$ cat src/rtl/alu_datapath_pkg.sv
// Shared encodings for the bus-sequenced ALU datapath: ALU opcodes, sequencer
// states and the selector-width helper used to size register selectors.
package alu_datapath_pkg;

    typedef enum logic [1:0] {
        OP_ADD = 2'd0,
        OP_SUB = 2'd1,
        OP_AND = 2'd2,
        OP_OR  = 2'd3
    } op_e;

    typedef enum logic [2:0] {
        ST_IDLE = 3'd0,
        ST_T1   = 3'd1,
        ST_T2   = 3'd2,
        ST_T3   = 3'd3,
        ST_DONE = 3'd4
    } state_e;

    // A single register still needs a one-bit selector.
    function automatic int sel_w(input int n);
        return (n > 2) ? $clog2(n) : 1;
    endfunction

endpackage

$ cat src/rtl/dp_alu.sv
// Combinational 4-op ALU: ADD/SUB report carry-out/borrow, logic ops clear it.
module dp_alu
    import alu_datapath_pkg::*;
#(
    parameter int WIDTH = 8
) (
    input  logic [WIDTH-1:0] a,
    input  logic [WIDTH-1:0] b,
    input  op_e              op,
    output logic [WIDTH-1:0] y,
    output logic             cout
);

    // Operation select; the extra MSB of the widened sum/difference is carry/borrow.
    always_comb begin
        y    = {WIDTH{1'b0}};
        cout = 1'b0;
        case (op)
            OP_ADD:  {cout, y} = {1'b0, a} + {1'b0, b};
            OP_SUB:  {cout, y} = {1'b0, a} - {1'b0, b};
            OP_AND:  y = a & b;
            OP_OR:   y = a | b;
            default: begin
                y    = {WIDTH{1'b0}};
                cout = 1'b0;
            end
        endcase
    end

endmodule

$ cat src/rtl/alu_datapath.sv
// Register file, Y/Z latches and one shared bus driven by a T-state sequencer
// that executes R[rc] <= (imm | R[ra]) op R[rb] per accepted start.
module alu_datapath
    import alu_datapath_pkg::*;
#(
    parameter  int WIDTH = 8,
    parameter  int NREGS = 4,
    localparam int SELW  = sel_w(NREGS)
) (
    input  logic             clock,
    input  logic             clear,
    input  logic             start,
    input  logic [1:0]       op,
    input  logic [SELW-1:0]  ra_sel,
    input  logic [SELW-1:0]  rb_sel,
    input  logic [SELW-1:0]  rc_sel,
    input  logic             imm_en,
    input  logic [WIDTH-1:0] imm,
    output logic             busy,
    output logic             done,
    output logic [WIDTH-1:0] result,
    output logic             carry,
    output logic [WIDTH-1:0] bus_out,
    input  logic [SELW-1:0]  rd_sel,
    output logic [WIDTH-1:0] rd_data
);

    state_e           state_r, state_s;
    op_e              op_r;
    logic [SELW-1:0]  ra_r, rb_r, rc_r;
    logic             imm_en_r;
    logic [WIDTH-1:0] imm_r;
    logic [WIDTH-1:0] regs_r [NREGS];
    logic [WIDTH-1:0] y_r, z_r, result_r;
    logic             carry_r, busy_r, done_r;
    logic [WIDTH-1:0] ra_val_s, rb_val_s, rd_val_s, bus_s, alu_y_s;
    logic             alu_c_s;

    // Register reads; a selector beyond NREGS matches nothing and reads 0.
    always_comb begin
        ra_val_s = {WIDTH{1'b0}};
        rb_val_s = {WIDTH{1'b0}};
        rd_val_s = {WIDTH{1'b0}};
        for (int i = 0; i < NREGS; i++) begin
            if (ra_r == SELW'(i)) ra_val_s = regs_r[i];
            else                  ra_val_s = ra_val_s;
            if (rb_r == SELW'(i)) rb_val_s = regs_r[i];
            else                  rb_val_s = rb_val_s;
            if (rd_sel == SELW'(i)) rd_val_s = regs_r[i];
            else                    rd_val_s = rd_val_s;
        end
    end

    // Next-state decode of the T-state sequencer.
    always_comb begin
        state_s = state_r;
        case (state_r)
            ST_IDLE: begin
                if (start) state_s = ST_T1;
                else       state_s = ST_IDLE;
            end
            ST_T1:   state_s = ST_T2;
            ST_T2:   state_s = ST_T3;
            ST_T3:   state_s = ST_DONE;
            ST_DONE: state_s = ST_IDLE;
            default: state_s = ST_IDLE;
        endcase
    end

    // Shared bus source per T-state; parked at zero when idle or retiring.
    always_comb begin
        bus_s = {WIDTH{1'b0}};
        case (state_r)
            ST_T1: begin
                if (imm_en_r) bus_s = imm_r;
                else          bus_s = ra_val_s;
            end
            ST_T2:   bus_s = rb_val_s;
            ST_T3:   bus_s = z_r;
            default: bus_s = {WIDTH{1'b0}};
        endcase
    end

    dp_alu #(.WIDTH(WIDTH)) u_alu (
        .a    (y_r),
        .b    (bus_s),
        .op   (op_r),
        .y    (alu_y_s),
        .cout (alu_c_s)
    );

    // Sequencer state plus busy/done decoded from the next state so they are registered.
    always_ff @(posedge clock) begin
        if (clear) begin
            state_r <= ST_IDLE;
            busy_r  <= 1'b0;
            done_r  <= 1'b0;
        end else begin
            state_r <= state_s;
            busy_r  <= (state_s != ST_IDLE);
            done_r  <= (state_s == ST_DONE);
        end
    end

    // Instruction holding registers, loaded only on acceptance.
    always_ff @(posedge clock) begin
        if (clear) begin
            op_r     <= OP_ADD;
            ra_r     <= {SELW{1'b0}};
            rb_r     <= {SELW{1'b0}};
            rc_r     <= {SELW{1'b0}};
            imm_en_r <= 1'b0;
            imm_r    <= {WIDTH{1'b0}};
        end else if ((state_r == ST_IDLE) && start) begin
            op_r     <= op_e'(op);
            ra_r     <= ra_sel;
            rb_r     <= rb_sel;
            rc_r     <= rc_sel;
            imm_en_r <= imm_en;
            imm_r    <= imm;
        end
    end

    // Y/Z latches, carry flag and result, each loaded in its own T-state.
    always_ff @(posedge clock) begin
        if (clear) begin
            y_r      <= {WIDTH{1'b0}};
            z_r      <= {WIDTH{1'b0}};
            carry_r  <= 1'b0;
            result_r <= {WIDTH{1'b0}};
        end else begin
            if (state_r == ST_T1) y_r <= bus_s;
            if (state_r == ST_T2) begin
                z_r     <= alu_y_s;
                carry_r <= alu_c_s;
            end
            if (state_r == ST_T3) result_r <= z_r;
        end
    end

    // Write-back in T3; an out-of-range rc matches no register and is dropped.
    always_ff @(posedge clock) begin
        for (int i = 0; i < NREGS; i++) begin
            if (clear)                                       regs_r[i] <= {WIDTH{1'b0}};
            else if ((state_r == ST_T3) && (rc_r == SELW'(i))) regs_r[i] <= bus_s;
        end
    end

    assign busy    = busy_r;
    assign done    = done_r;
    assign result  = result_r;
    assign carry   = carry_r;
    assign bus_out = bus_s;
    assign rd_data = rd_val_s;

endmodule

$ cat config.mk
export PLATFORM = sky130hd
export DESIGN_NAME = alu_datapath
export DESIGN_NICKNAME = d
export VERILOG_FILES = /design/src/rtl/alu_datapath_pkg.sv /design/src/rtl/dp_alu.sv /design/src/rtl/alu_datapath.sv
export SDC_FILE = /design/constraint.sdc
export NUM_CORES = 1
export LEC_CHECK = 0
export CORE_ASPECT_RATIO = 0.5
export CORE_UTILIZATION = 35
export CTS_CLUSTER_SIZE = 14
export DETAILED_ROUTE_END_ITERATION = 10
export HOLD_SLACK_MARGIN = 0.05
export SYNTH_ARGS = -nofsm -noshare
export SYNTH_HDL_FRONTEND = slang
export SYNTH_SLANG_ARGS = --single-unit
$ cat constraint.sdc
create_clock -name clock -period 5.3 [get_ports clock]
set_input_delay 1.06 -clock clock [delete_from_list [all_inputs] [get_ports clock]]
set_output_delay 1.06 -clock clock [all_outputs]
set_load 0.1 [all_outputs]
Placement by cell class:
(4 px per micron)
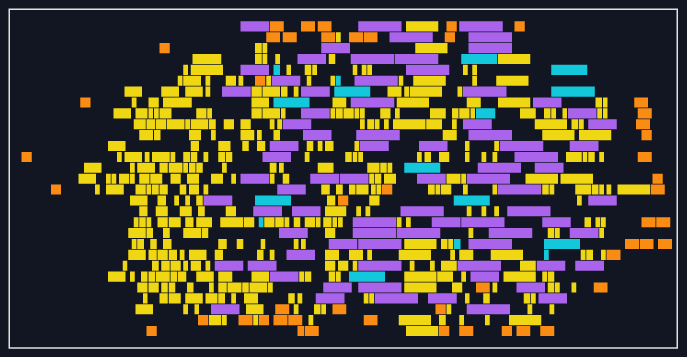
yellow -> remaining logic cells  # cells 380, share of their area 51%
cyan -> clock drivers and dummy loads  # cells 16, share of their area 5.4%
purple -> registers  # cells 79, share of their area 35%
orange -> remaining buffers and delay cells  # cells 50, share of their area 8.4%

==> CHANGELOG.md <==
### Changed

* Period minus WS final at 3.86 ns
* Final total negative setup slack at 0 ns
* Max Cap Violations at 0
* Worst Setup Slack, final at between 1 and 1.5 ns
* Netlist area before placement at 4740 sq um
* Post-placement cell count at 679
* # IOs at around 50
* Worst ir drop on vdd at 0.166 mV
* Fraction of final layout cells sized beyond drive strength 1 at 0.143
* Count of flip-flops with a built-in enable after synthesis at 32
* Average vias per placed instance at ~5.4
* Cells after synthesis at 487
* Tightest Pin Transition at 1.04 ns
* Via count of the first global-routing pass at 3492
* Biggest fanout along the worst timing path at 9
* Total GRT Usage at 0.189
* Number of antenna repair diodes at 0
* Portion of total power attributed to combinational logic at 0.226
* Power per cell area at 304 nW/um^2
* Fillers at 1278
* Seq share, synth at 0.401
* Die X-Extent at 167 microns
* Pin count of the biggest net entering global routing at 53
* Xor-xnor portion of the synthesized cell area at 0.00738
* Total tool warning count at 47
* Area share, top type at 0.203
* Kind of cell adding the most delay to the critical path: multiplexers
* Post-detailed-routing wire length at roughly 13 mm
* Setup bufs post-CTS at 0
* Sum of overflow across all layers after global routing at 0
* Post-Synthesis Mean Instance Area at 9.74 sq um
* Total half-perimeter wirelength after legalization and detailed placement at 9.12 mm
* Synthesized net count at 540
* Outcome: completed
* Slew HR at 0.305
* Tally of unique sky130hd cells used after synthesis at between 50 and 60
* Final setup fails at 0
* Min-Delay Path Class: register to register
* Area enclosed by the die boundary at roughly 14000 sq um
* CTS H-tree depth at 3
Cell sizes after repair:
(3 px per micron)
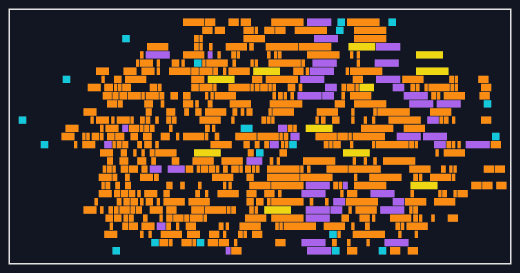
cyan -> x3 and x4  # cells 19, most used buf_4
purple -> x2  # cells 45, most used mux4_2
orange -> x1 and smaller  # cells 450, most used nand2_1
yellow -> x6 and larger  # cells 11, most used clkbuf_16

==> cells in the final DEF, fill, tap and decap left out, types with 5 or more instances in the layout <==
cell / n
sky130_fd_sc_hd__nor3_1: 8
sky130_fd_sc_hd__edfxtp_1: 32
sky130_fd_sc_hd__a211oi_1: 7
sky130_fd_sc_hd__nor2_1: 51
sky130_fd_sc_hd__clkdlybuf4s50_1: 31
sky130_fd_sc_hd__o21ai_0: 12
sky130_fd_sc_hd__dfxtp_1: 47
sky130_fd_sc_hd__mux4_2: 25
sky130_fd_sc_hd__inv_1: 29
sky130_fd_sc_hd__a21oi_1: 44
sky130_fd_sc_hd__buf_4: 18
sky130_fd_sc_hd__o21a_1: 8
sky130_fd_sc_hd__ha_1: 29
sky130_fd_sc_hd__mux2_2: 9
sky130_fd_sc_hd__clkbuf_16: 9
sky130_fd_sc_hd__nand2_1: 76
sky130_fd_sc_hd__nand3_1: 5
sky130_fd_sc_hd__mux2i_1: 11
==> layer usage <==
layer	wire, microns	vias to the layer above	GRT usage
met5	0	-	0
met4	118	0	0.0463
met3	767	14	0.0415
met2	5470	118	0.275
met1	6410	1805	0.281
li1	-	1801	-
==> final cells by class <==
| cell class | count | area [sq um] | share of cell area |
|---|---|---|---|
| multi-input combinational | 351 | 2620 | 0.469 |
| sequential | 79 | 1900 | 0.341 |
| timing repair buffer | 50 | 450 | 0.0807 |
| clock inverter | 5 | 47.5 | 0.00852 |
| clock buffer | 11 | 243 | 0.0435 |
| inverter | 29 | 109 | 0.0195 |
| tap | 170 | 213 | 0.0381 |
==> worst paths after layout <==
check,from,to,slack (ns),cells after the start
setup / recovery,ra_r[0],bus_out[3],1.44,6
hold / removal,result[0],result[0],0.46,2
setup reg to reg,ra_r[0],z_r[6],1.53,12
hold reg to reg,result[0],result[0],0.46,2
Power is estimated from default activity; no workload was simulated.
